==> config.mk <==
export PLATFORM = sky130hd
export DESIGN_NAME = dsp_rr_scheduler
export DESIGN_NICKNAME = d
export VERILOG_FILES = /design/src/rtl/dsp_rr_scheduler.sv
export SDC_FILE = /design/constraint.sdc
export NUM_CORES = 1
export LEC_CHECK = 0
export ABC_AREA = 0
export CAP_MARGIN = 20
export CORE_MARGIN = 1
export CORE_UTILIZATION = 55
export CTS_CLUSTER_DIAMETER = 50
export DETAILED_ROUTE_END_ITERATION = 6
export DONT_BUFFER_PORTS = 1
export PLACE_DENSITY_LB_ADDON = 0.2
export REMOVE_ABC_BUFFERS = 1
export SLEW_MARGIN = 30
export SYNTH_ARGS = -nofsm -noshare
export SYNTH_HDL_FRONTEND = slang
export SYNTH_SLANG_ARGS = --single-unit
==> constraint.sdc <==
create_clock -name clk -period 1.4 [get_ports clk]
set_input_delay 0.35 -clock clk [delete_from_list [all_inputs] [get_ports clk]]
set_output_delay 0.35 -clock clk [all_outputs]
set_load 0.02 [all_outputs]
run_1/layer_met1.png
Scale bar: 20 um. Supply wires on this layer in grey.
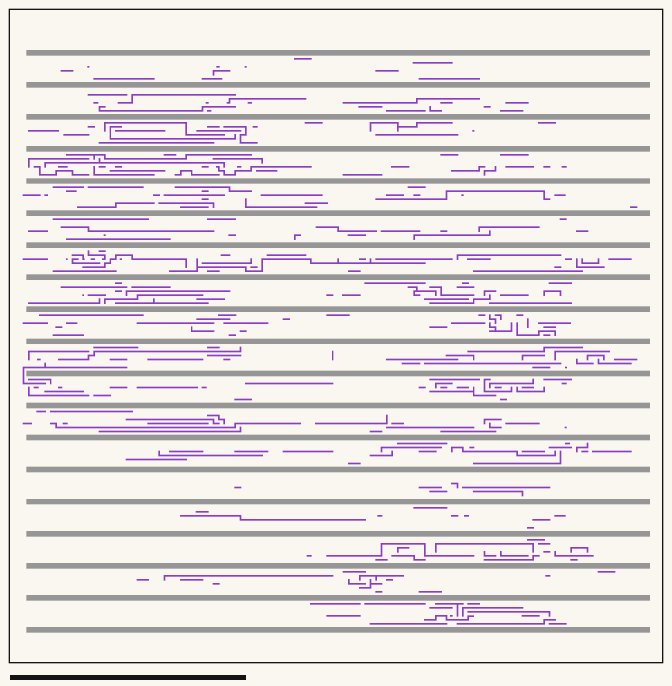
- longest straight run: 15.2 um
- main direction: horizontal
GR Util met1: 0.1832
drt total wl: 2738 um
via count: 1120

run_1/layer_met2.png
Cells faint in the background.
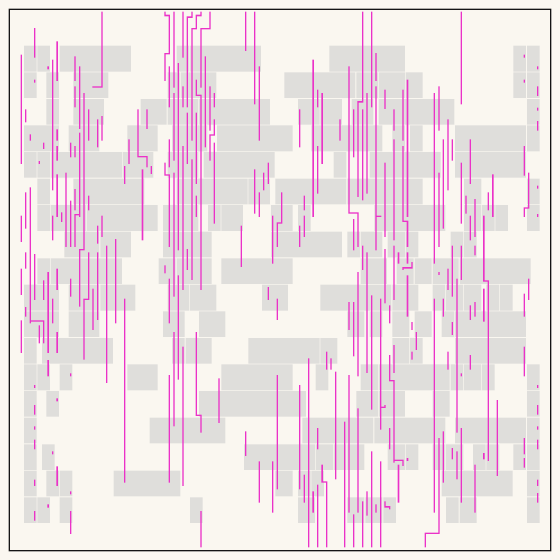
- nets with wire on the layer: 180
- wire length on this layer: 1280 um
GR met2 Demand/Resource: 0.2960

run_1/layer_met3.png
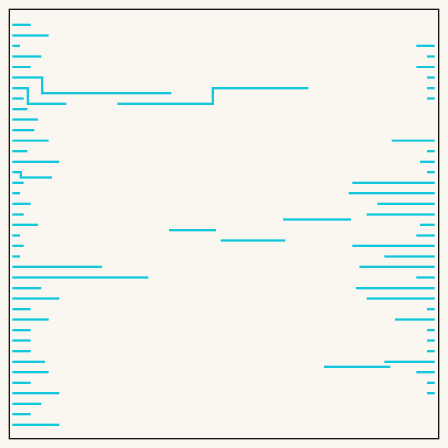
- longest straight run: 17.2 um
- main direction: horizontal
met3 Track Usage GR: 0.09133

==> results.sh, run 1 <==
# implementation run metrics
export IMPL_numCtsBuffers=5
export IMPL_ys_cells=178
export IMPL_syn_avg_cell_area_um2=8.779
export IMPL_die_w_um=55.31
export IMPL_cts_sinks=35
export IMPL_synth_distinct_cells=22
export IMPL_cts_buffer_depth=2
export IMPL_fp_dieArea_um2=3059
export IMPL_nFillCells=243
export IMPL_met1_length_um=1089
export IMPL_num_rows=18
export IMPL_area_growth_pct=0.6406
export IMPL_htreeDepth=2
export IMPL_crit_arrival_ns=1.10
export IMPL_grt_pass1_wl_um=4236
export IMPL_syn_inst=178
export IMPL_slew_headroom=0.6426
export IMPL_fin_area_um2=1573
export IMPL_grt_max_degree=39
export IMPL_synthTopCellsByArea="dfxtp_1 45%, buf_4 17%, nand2_1 6.2%, a21oi_1 5.1%, a221o_1 5.1%"
export IMPL_wl_met3_um=333
export IMPL_rr_worst_depth=4
export IMPL_path_class="flop to output port"
export IMPL_drt_initial_drc_count=32
export IMPL_post_route_min_period_ns=1.449
export IMPL_hold_depth=1
export IMPL_syn_cell_area_um2=1563
export IMPL_setup_ws_ns=-0.04886
export IMPL_coreArea_um2=2590
export IMPL_num_io_pins=127
export IMPL_common_cells="35 x buf_4, 35 x dfxtp_1, 26 x nand2_1, 16 x a21oi_1"
export IMPL_clock_latency_ns=0.33
export IMPL_async_flop_share=0
export IMPL_first_global_vias=957
export IMPL_cp_end_kind="output port"
export IMPL_holdBufCountCts=0
export IMPL_skew_ns=0.009289
export IMPL_placed_area_um2=1445
export IMPL_critical_path_max_fanout=2
export IMPL_finalHoldViolations=0
export IMPL_cts_setup_buffers=0
export IMPL_edf_count=0
export IMPL_violations="negative setup slack"
export IMPL_first_pass_iters=4
export IMPL_ir_worst_vdd_v=0.0007872
export IMPL_path_clk_slew_ns=0.11
export IMPL_antenna_found_initial=0
export IMPL_die_y_um=55.31
export IMPL_maxCapViolCount=0
export IMPL_setup_violations=3
export IMPL_highest_layer="met4"
export IMPL_ant_nets=0
export IMPL_leakage_nw=0.6546
export IMPL_grt_overflow=0
export IMPL_holdWs_ns=0.06953
export IMPL_crit_required_ns=1.05
export IMPL_grt_usage=0.1757
export IMPL_wl_per_cell_um=13.04
export IMPL_r2r_slack_ns=0.12
export IMPL_warnings=62
export IMPL_start_kind="flop"
export IMPL_status="finished with violations"
export IMPL_rsz0062_at_grt="true"
export IMPL_root_buffer="clkbuf_4"
export IMPL_place_gp_congestion=0.7540
export IMPL_max_freq_mhz=690.2
export IMPL_cts_tree="yes"
export IMPL_top_area_cell="dfxtp_1"
export IMPL_route_detailed_drc=0
export IMPL_initial_utilization=0.6034
export IMPL_powerDensity_nw_per_um2=1288
export IMPL_post_drt_via_cell_ratio=5.333
export IMPL_yosys_area_um2=1563
export IMPL_ys_flop_type="dfxtp_1"
export IMPL_min_path_type="input port to flop"
export IMPL_top_area_frac=0.4484
export IMPL_antenna_cells=0
export IMPL_nets=242
export IMPL_dp_hpwl_um=1871
export IMPL_routed_wl_met2_um=1276
export IMPL_synth_flops=35
export IMPL_slew_viol_final=0
export IMPL_ys_warn_count=0
export IMPL_io_buffers=0
export IMPL_period_used=1.035
export IMPL_ys_seq_frac=0.4484
export IMPL_drive_gt1_frac=0.1389
export IMPL_worst_pin_slew_ns=0.5331
run 1: stage by stage:
stage	setup WS (ns)	cells	util	TNS, ns	power (mW)
after CTS	-0.08703	209	0.6000	-0.1906	2.037
after floorplan	0.1660	166	-	0	1.255
after global placement	0.1516	201	0.5580	0	1.278
after detailed placement	0.1281	201	0.5580	0	1.282
final	-0.04886	210	0.6072	-0.08603	2.026
after global routing	-0.09644	210	0.6072	-0.2593	2.114
run 1: kinds of logic (layout without fill, tap and decap cells):
| kind of cell | count (synthesis) | after routing | synth area share |
|---|---|---|---|
| AND-OR/OR-AND | 33 | 33 | 0.1505 |
| flip-flops | 35 | 35 | 0.4484 |
| AND/OR/NAND/NOR | 55 | 56 | 0.1745 |
| buffers and inverters | 54 | 21 | 0.2242 |
| other | 1 | 35 | 0.002400 |
run 1: cell usage in the layout (no fill, tap or decap), drive strengths merged:
cell type	Yosys	layout
o21ai	1	1
nand3	8	8
dfxtp	35	35
a2111oi	8	8
inv	8	8
nor3	1	1
a21oi	16	16
a221o	8	8
nor2	5	5
clkinv	0	1
nor4	1	1
conb	1	35
nand2b	2	2
nor2b	8	8
bufinv	0	1
and3b	2	3
nor3b	1	1
clkbuf	3	6
nand2	27	27
buf	43	5
run 1: worst max-delay path, stage by stage, from the launching register on:
cell and delay, ns:
dfxtp_2 0.35, nor4_4 0.28, nand2_2 0.14
run 1: cell type report:
| class | count | area (um2) | share of cell area |
|---|---|---|---|
| well taps | 30 | 37.54 | 0.02387 |
| multi-input cells | 124 | 675.6 | 0.4296 |
| repair buffers | 5 | 37.54 | 0.02387 |
| flip-flops and latches | 35 | 705.7 | 0.4487 |
| clock inverters | 2 | 35.03 | 0.02228 |
| inverters | 8 | 30.03 | 0.01909 |
| clock buffers | 6 | 51.30 | 0.03262 |
run 1: where the power goes:
part	switching, mW	internal [mW]
Clock	0.330	0.422
Sequential	0.0564	1.03
Combinational	0.133	0.0521
Total	0.519	1.51
run 1: metal layers:
layer	vias to the layer above	global-route usage
met1	503	0.1832
li1	534	-
met4	0	0.07143
met3	5	0.09133
met2	78	0.2960
met5	-	0
run 1: repair_timing:
item | 4_1_cts | 5_1_grt
endpoints found under the setup margin | 3 | 3
gates resized | 7 | 3
pin swaps | 2 | 2
cloned | 0 | 1
run_1/congestion.png
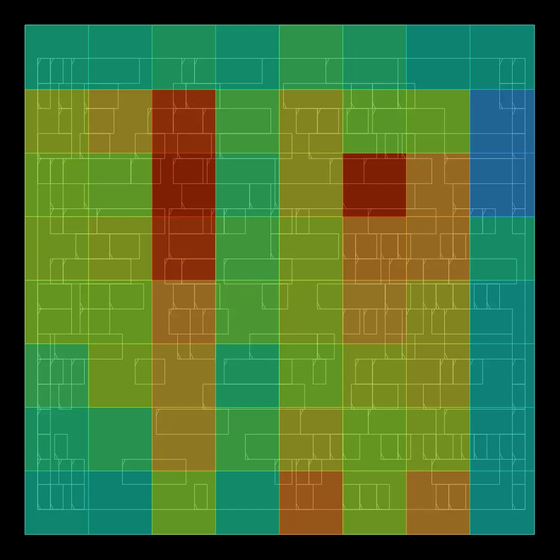

==> run 1 -> run 2 <==
--- a/config.mk
+++ b/config.mk
@@ -14,7 +14,7 @@
 export DONT_BUFFER_PORTS = 1
 export PLACE_DENSITY_LB_ADDON = 0.2
 export REMOVE_ABC_BUFFERS = 1
-export SLEW_MARGIN = 30
+export SLEW_MARGIN = 20
 export SYNTH_ARGS = -nofsm -noshare
 export SYNTH_HDL_FRONTEND = slang
 export SYNTH_SLANG_ARGS = --single-unit
==> constraint.sdc (replaced) <==
create_clock -name clk -period 1.6 [get_ports clk]
set_input_delay 0.4 -clock clk [delete_from_list [all_inputs] [get_ports clk]]
set_output_delay 0.4 -clock clk [all_outputs]
set_load 0.02 [all_outputs]
run_2/congestion.png
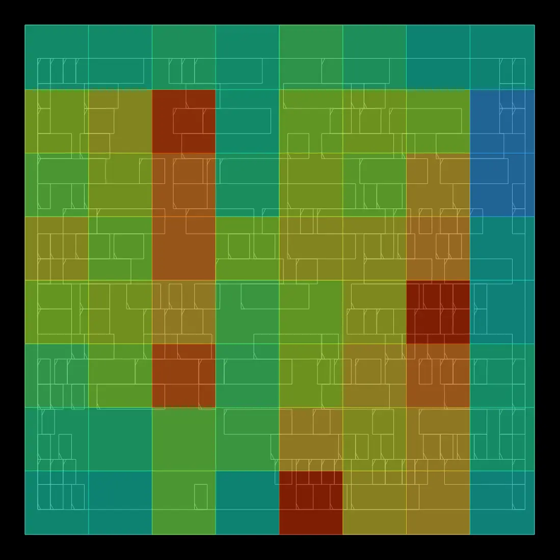
routed len/inst: 12.61 um
GR Util met1: 0.1659

==> run 2 against run 1 <==
  * The run now ends clean
  * Die size unchanged
  * Largest power group unchanged
  * Combinational power down 16%
  * Synthesized area unchanged
  * Clock power down 42%
  * Total power down 24%
  * Worst hold slack better by 0.055 ns
  * Synthesized cell count unchanged
  * Critical endpoint unchanged
  * Critical path type unchanged
==> results.sh, run 2 <==
# implementation run metrics
export IMPL_crit_arrival_ns=1.08
export IMPL_numCtsBuffers=5
export IMPL_synthTopLogicFamily="buffers and inverters"
export IMPL_start_kind="flop"
export IMPL_finalHoldViolations=0
export IMPL_cpPeakStageDelay_ns=0.34
export IMPL_drt_initial_drc_count=32
export IMPL_async_flop_share=0
export IMPL_grt_pass1_wl_um=4105
export IMPL_htreeDepth=2
export IMPL_syn_cell_area_um2=1563
export IMPL_common_cells="35 x buf_4, 35 x dfxtp_1, 26 x nand2_1, 16 x a21oi_1"
export IMPL_die_w_um=55.31
export IMPL_period_used=0.9243
export IMPL_route_detailed_drc=0
export IMPL_worst_pin_slew_ns=0.5375
export IMPL_skew_ns=0.01315
export IMPL_ir_worst_vdd_v=0.0008862
export IMPL_cts_tree="yes"
export IMPL_synthTopCellsByArea="dfxtp_1 45%, buf_4 17%, nand2_1 6.2%, a21oi_1 5.1%, a221o_1 5.1%"
export IMPL_ys_cells=178
export IMPL_status="finished clean"
export IMPL_slew_viol_final=0
export IMPL_yosys_area_share_aoi=0.1505
export IMPL_slowest_stage="dfxtp_1"
export IMPL_top_area_frac=0.4484
export IMPL_path_class="flop to output port"
export IMPL_grt_max_degree=39
export IMPL_dp_hpwl_um=1901
export IMPL_hold_depth=1
export IMPL_ys_flop_type="dfxtp_1"
export IMPL_top_area_cell="dfxtp_1"
export IMPL_cts_sinks=35
export IMPL_yosys_area_um2=1563
export IMPL_nets=238
export IMPL_area_growth_pct=-4.083
export IMPL_initial_utilization=0.6034
export IMPL_die_y_um=55.31
export IMPL_synth_flops=35
export IMPL_rr_worst_depth=4
export IMPL_cts_buffer_depth=2
export IMPL_antenna_found_initial=0
export IMPL_first_global_vias=936
export IMPL_powerDensity_nw_per_um2=1030
export IMPL_holdWs_ns=0.1245
export IMPL_simple_gate_share=0.1745
export IMPL_ys_seq_frac=0.4484
export IMPL_max_freq_mhz=676.2
export IMPL_leakage_nw=0.6114
export IMPL_setup_ws_ns=0.1211
export IMPL_slew_headroom=0.6397
export IMPL_synthMuxAreaShare=0
export IMPL_cts_setup_buffers=0
export IMPL_path_clk_slew_ns=0.10
export IMPL_drive_gt1_frac=0.09091
export IMPL_r2r_slack_ns=0.32
export IMPL_syn_inst=178
export IMPL_dp_cells=198
export IMPL_setup_violations=0
export IMPL_post_drt_via_cell_ratio=5.209
export IMPL_fp_dieArea_um2=3059
export IMPL_num_io_pins=127
export IMPL_maxCapViolCount=0
export IMPL_warnings=60
export IMPL_dp_worst_setup_slack_ns=0.2556
export IMPL_place_gp_congestion=0.7639
export IMPL_synth_adder_area_share=0
export IMPL_grt_usage=0.1694
export IMPL_synth_distinct_cells=22
export IMPL_cp_end_kind="output port"
run_2/placement_by_type.png
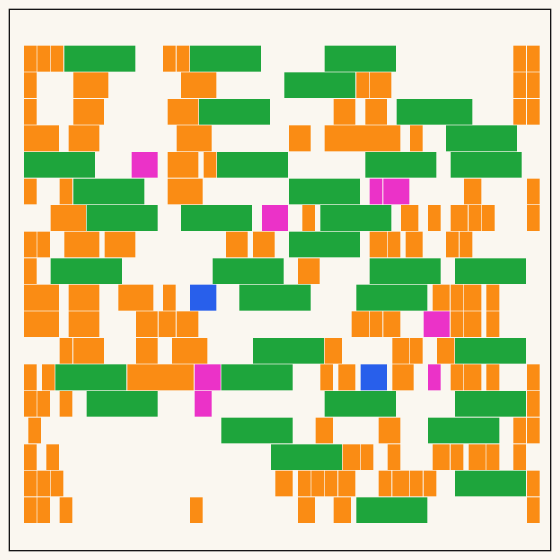
- magenta: clock drivers and dummy loads (cells 8)
- green: flops (cells 35)
- orange: combinational and other logic (cells 131)
- blue: other buffers and delay cells (cells 2)
Core Area: 2590 um2
Final Cell Area: 1499 um2

==> run 2: netlist changes by cell type in the layout (fill, tap and decap cells not counted), moves of 2 or more <==
cell      change
buf_4         -3
dfxtp_1       +3
dfxtp_2       -3
clkbuf_1      +2
==> run 2: repair_timing <==
action / CTS / global route
setup endpoints to repair: 2 / 2
resized: 2 / 4
pin swaps: 1 / 0
hold buffers: 0 / 0
gates cloned: 0 / 0
==> run 2: logic make-up (layout without fill, tap and decap cells) <==
family	count (synthesis)	count (layout)
buf+inv	54	18
simple gates	55	55
other cells	1	35
compound gates	33	33
flops	35	35
==> run 2: final cells by class <==
type                    instances  area, um2  share of cell area
inverters                       8      30.03             0.02003
repair buffers                  2      15.01             0.01002
multi-input cells             123      664.4              0.4432
clock inverters                 1      5.005            0.003339
well taps                      30      37.54             0.02504
flip-flops and latches         35      701.9              0.4683
clock buffers                   7      45.04             0.03005
==> run 2: worst max-delay path: cells and delay by family (launching register included) <==
kind / cells / cell delay (ns)
and+or+nand+nor: 2 / 0.40
DFF: 1 / 0.34
==> run 2: through the flow <==
| stage | power [mW] | cell area (um2) |
|---|---|---|
| 6_report | 1.544 | 1499 |
| 5_1_grt | 1.619 | 1499 |
| 2_1_floorplan | 1.098 | 1370 |
| 3_3_place_gp | 1.115 | 1423 |
| 4_1_cts | 1.557 | 1480 |
| 3_5_place_dp | 1.119 | 1423 |
==> run 2: routing by layer <==
metal	track usage	up-vias	routed length, um
li1	-	521	-
met1	0.1659	464	1060
met2	0.2840	82	1166
met3	0.09133	6	335
met4	0.09286	0	36
met5	0	-	0
==> run 2: where the power goes <==
part           switching [mW]  internal (mW)
logic                   0.114         0.0414
registers              0.0493          0.903
clock network           0.266          0.171
Power and IR drop assume default switching activity.
